placed.png
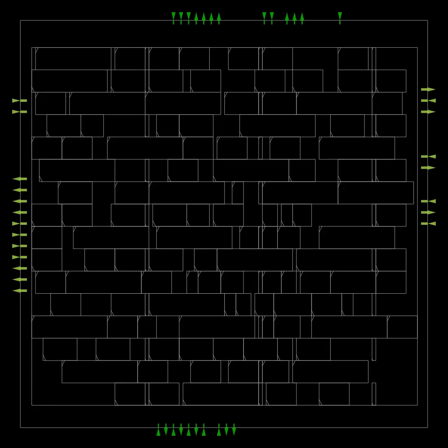
ff_map.png
Bar = 10 um.
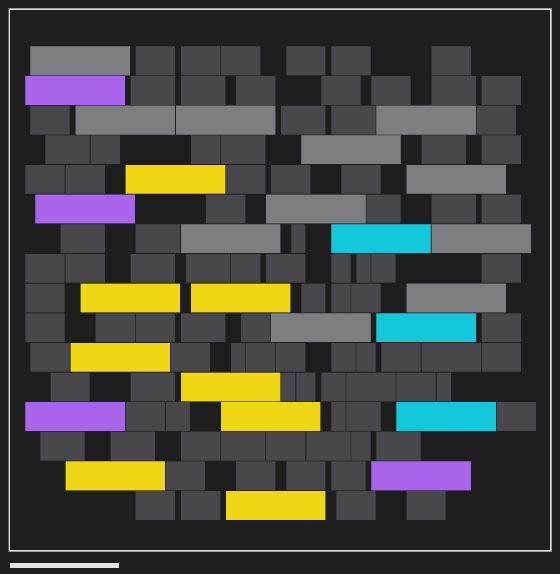
route_heat.png
10 x 10 tiles, from dark blue (low) to red (high), scaled to the fullest tile. Values are wire area over tile area, all layers added.
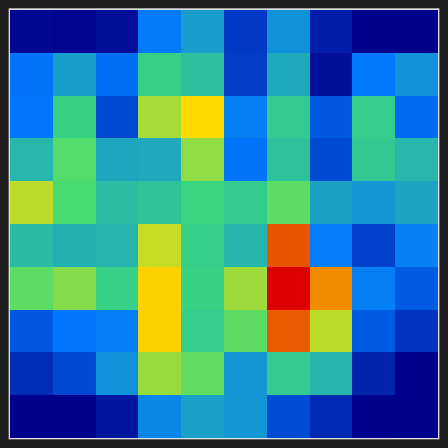
--- src/rtl/sys_ctrl.sv ---
// Command-frame controller between the UART byte link and the register file.
// Decodes 0xAA write and 0xBB read frames; read data goes back out as one TX byte.
module sys_ctrl #(
  parameter int DATA_WIDTH = 8,
  parameter int ADDR_WIDTH = 4
) (
  input  logic                  CLK,
  input  logic                  RST,
  input  logic [DATA_WIDTH-1:0] RX_P_DATA,
  input  logic                  RX_D_VLD,
  input  logic [DATA_WIDTH-1:0] RdData,
  input  logic                  RdData_Valid,
  input  logic                  TX_Busy,
  output logic                  WrEn,
  output logic                  RdEn,
  output logic [ADDR_WIDTH-1:0] Address,
  output logic [DATA_WIDTH-1:0] WrData,
  output logic [DATA_WIDTH-1:0] TX_P_DATA,
  output logic                  TX_D_VLD
);

  localparam logic [DATA_WIDTH-1:0] CMD_WR = DATA_WIDTH'(8'hAA);
  localparam logic [DATA_WIDTH-1:0] CMD_RD = DATA_WIDTH'(8'hBB);

  typedef enum logic [2:0] {
    S_IDLE,
    S_WR_ADDR,
    S_WR_DATA,
    S_RD_ADDR,
    S_RD_ISSUE,
    S_RD_WAIT,
    S_TX_SEND
  } state_t;

  state_t                r_state;
  state_t                w_next;
  logic                  r_wr_en;
  logic                  r_rd_en;
  logic                  r_tx_vld;
  logic [ADDR_WIDTH-1:0] r_addr;
  logic [DATA_WIDTH-1:0] r_wdata;
  logic [DATA_WIDTH-1:0] r_tx_data;

  logic                  w_wr_en;
  logic                  w_rd_en;
  logic                  w_tx_vld;
  logic [ADDR_WIDTH-1:0] w_addr;
  logic [DATA_WIDTH-1:0] w_wdata;
  logic [DATA_WIDTH-1:0] w_tx_data;

  always_ff @(posedge CLK or negedge RST) begin
    if (!RST) begin
      r_state   <= S_IDLE;
      r_wr_en   <= 1'b0;
      r_rd_en   <= 1'b0;
      r_tx_vld  <= 1'b0;
      r_addr    <= '0;
      r_wdata   <= '0;
      r_tx_data <= '0;
    end else begin
      r_state   <= w_next;
      r_wr_en   <= w_wr_en;
      r_rd_en   <= w_rd_en;
      r_tx_vld  <= w_tx_vld;
      r_addr    <= w_addr;
      r_wdata   <= w_wdata;
      r_tx_data <= w_tx_data;
    end
  end

  // RdData_Valid is ignored in RD_ISSUE so a stale level cannot capture early
  always_comb begin
    w_next    = r_state;
    w_wr_en   = 1'b0;
    w_rd_en   = 1'b0;
    w_tx_vld  = 1'b0;
    w_addr    = r_addr;
    w_wdata   = r_wdata;
    w_tx_data = r_tx_data;
    unique case (r_state)
      S_IDLE: begin
        if (RX_D_VLD) begin
          if (RX_P_DATA == CMD_WR) w_next = S_WR_ADDR;
          else if (RX_P_DATA == CMD_RD) w_next = S_RD_ADDR;
        end
      end
      S_WR_ADDR: begin
        if (RX_D_VLD) begin
          w_addr = RX_P_DATA[ADDR_WIDTH-1:0];
          w_next = S_WR_DATA;
        end
      end
      S_WR_DATA: begin
        if (RX_D_VLD) begin
          w_wdata = RX_P_DATA;
          w_wr_en = 1'b1;
          w_next  = S_IDLE;
        end
      end
      S_RD_ADDR: begin
        if (RX_D_VLD) begin
          w_addr  = RX_P_DATA[ADDR_WIDTH-1:0];
          w_rd_en = 1'b1;
          w_next  = S_RD_ISSUE;
        end
      end
      S_RD_ISSUE: w_next = S_RD_WAIT;
      S_RD_WAIT: begin
        if (RdData_Valid) begin
          w_tx_data = RdData;
          w_next    = S_TX_SEND;
        end
      end
      S_TX_SEND: begin
        if (!TX_Busy) begin
          w_tx_vld = 1'b1;
          w_next   = S_IDLE;
        end
      end
      default: w_next = S_IDLE;
    endcase
  end

  assign WrEn      = r_wr_en;
  assign RdEn      = r_rd_en;
  assign TX_D_VLD  = r_tx_vld;
  assign Address   = r_addr;
  assign WrData    = r_wdata;
  assign TX_P_DATA = r_tx_data;

endmodule

--- config.mk ---
export PLATFORM = sky130hd
export DESIGN_NAME = sys_ctrl
export DESIGN_NICKNAME = d
export VERILOG_FILES = /design/src/rtl/sys_ctrl.sv
export SDC_FILE = /design/constraint.sdc
export NUM_CORES = 1
export LEC_CHECK = 0
export CAP_MARGIN = 30
export CORE_MARGIN = 1
export CORE_UTILIZATION = 47
export CTS_BUF_LIST = sky130_fd_sc_hd__clkbuf_4
export DETAILED_ROUTE_END_ITERATION = 10
export PLACE_DENSITY = 0.84
export SLEW_MARGIN = 25
export SYNTH_ARGS = -nofsm -noshare
export SYNTH_HDL_FRONTEND = slang
export SYNTH_SLANG_ARGS = --single-unit
--- constraint.sdc ---
create_clock -name CLK -period 2.8 [get_ports CLK]
set_clock_uncertainty 0.2 [all_clocks]
set_input_delay 0.56 -clock CLK [delete_from_list [all_inputs] [get_ports CLK]]
set_output_delay 0.56 -clock CLK [all_outputs]
set_load 0.02 [all_outputs]
==> flow.log <==
[flow] collecting metrics
[metrics] post-CTS repair timing setup buffer count: 0
[metrics] area of the placeable core: 2040 um2
[metrics] post-cts sizing count: 0
[metrics] final critical-path share of the clock period: 73.9%
[metrics] Core Util at FP: 52.0%
[metrics] total tool warning count: 26
[metrics] largest net degree at the start of global routing: 27
[metrics] Worst R2R Start: r_state[0]$_DFFE_PN0P_
[metrics] Power Dens Cells: 1040 nW/um2
[metrics] synthesis area per yosys: between 1000 and 1500 um2
[metrics] register area: 651 um2
[metrics] CTS clock-pin slew for the worst setup and hold paths: 130 ps
[metrics] commonest non-fill, non-tap cells in the layout: sky130_fd_sc_hd__clkdlybuf4s50_1 (43), sky130_fd_sc_hd__dfrtp_1 (26), sky130_fd_sc_hd__mux2_2 (12), sky130_fd_sc_hd__mux2_1 (8)
[metrics] power share of the sequential group: 40.2%
[metrics] most frequently used flop master after synthesis: sky130_fd_sc_hd__dfrtp_1
[metrics] internal reg-to-reg setup slack: 970 ps
[metrics] TritonCTS clock tree: done
[metrics] maximum clock rate: ~480 MHz
[metrics] total iterations of the first detailed-routing run: 4
[metrics] post-synthesis area per instance: 14.6 um2
[metrics] number of synthesized flops with an enable pin: 0
[metrics] MI comb area: 395 um2
[metrics] Worst path slowest cell: sky130_fd_sc_hd__clkdlybuf4s50_1
[metrics] number of nets in the layout: 142
[metrics] worst-case hold path end point: WrData[7]$_DFFE_PN0P_
[metrics] number of buffers inserted by hold repair at cts: 0
[metrics] leakage power: ~0.00066 uW
[metrics] worst hold margin: between 300 and 400 ps
[metrics] type of the worst min-delay path: reg2reg
[metrics] Plain + repair buffers: 45
[metrics] inverter count: 1
[metrics] share of cells above drive strength 1: 16.7%
[metrics] horizontal die dimension: 49.5 um
[metrics] number of nets with antenna violations after routing: 0
[metrics] Slew Limit Headroom: 71.4%
[metrics] clock root buffer: sky130_fd_sc_hd__clkbuf_4
[metrics] setup tns final: 0 ps
[metrics] vias in the first global route: 765
[metrics] share of the synthesized area in the top cell type: 61.2%
[metrics] post-detailed-route DRC marker count: 0
[metrics] dominant logic cell type in the layout: sky130_fd_sc_hd__clkdlybuf4s50_1
[metrics] clock share of power: 9.7%
[metrics] Filler Cell Count: approximately 140
[metrics] status: finished clean
[metrics] arrival time of data at the critical path endpoint: 1310 ps
[metrics] number of hold-slack violations in the final timing report: 0
[metrics] delay of the slowest cell on the worst path: 620 ps
[metrics] global placement routability congestion: 0.791
[metrics] nature of the critical path endpoint: output port
[metrics] post-layout total power: 1620 uW
Back to the opening pictures, placed.png:
number of standard-cell rows in the floorplan: 16
fin util: 76.2%
non-filler cells in the finished layout: 147

Back to the opening pictures, ff_map.png:
signal	color	sequential cells
`Address`	purple	4
`WrData`	yellow	8
`r_state`	cyan	3
not colored	11

Back to the opening pictures, route_heat.png:
tiles over half the peak	21%
mean over tiles	0.14
nearly empty tiles	9.0%
densest ninth of the die	center
global-route total usage across every layer: 19.9%
via count: 765

==> cell usage after synthesis, drive strengths merged (2+ instances only) <==
library cell and instances:
a31oi 2, buf 2, dfrtp 26, mux2 21
nor2 3, nor2b 3, o21ai 3
==> how the worst max path moves through the flow <==
stage | startpoint | to | cells after the start
4_1_cts | WrData[2]$_DFFE_PN0P_ | WrData[2] | 1
3_5_place_dp | RX_D_VLD | WrData[5]$_DFFE_PN0P_ | 5
2_1_floorplan | RdData_Valid | r_state[0]$_DFFE_PN0P_ | 4
6_report | WrData[1]$_DFFE_PN0P_ | WrData[1] | 1
3_3_place_gp | RX_D_VLD | WrData[2]$_DFFE_PN0P_ | 5
5_1_grt | WrData[1]$_DFFE_PN0P_ | WrData[1] | 1
==> flip-flops by register name, indices dropped and copies added (netlist names) <==
signal	count
WrData	8
TX_D_VLD	1
WrEn	1
Address	4
RdEn	1
r_state	3
TX_P_DATA	8
==> power groups by stage <==
stage	clock network (uW)	logic (uW)	registers, uW
2_1_floorplan	0	276	808
3_3_place_gp	0	795	647
3_5_place_dp	0	814	657
4_1_cts	164	818	647
5_1_grt	177	853	670
6_report	158	810	650
==> metrics by stage <==
| stage | cells | worst slack (ps) |
|---|---|---|
| floorplan | 73 | 1030 |
| global placement | 143 | 513 |
| detailed placement | 143 | 482 |
| CTS | 147 | 720 |
| global route | 147 | 683 |
| finish | 147 | 732 |
==> layer usage <==
layer  vias up  track usage (%)  part of all wire (%)
li1        352                -                     -
met1       380             27.0                    45
met2        29             30.9                    49
met3         4             4.94                   5.6
met4         0             7.14                  0.97
met5         -                0                     0
==> kinds of logic after synthesis <==
group	count (synthesis)	share of synthesized area, %
flops	26	61.2
mux	22	23.6
simple gates	15	8.83
compound gates	6	4.00
buf+inv	3	1.53
xor+xnor	1	0.825
No activity file was given, so power comes from the tool's default toggle rates.
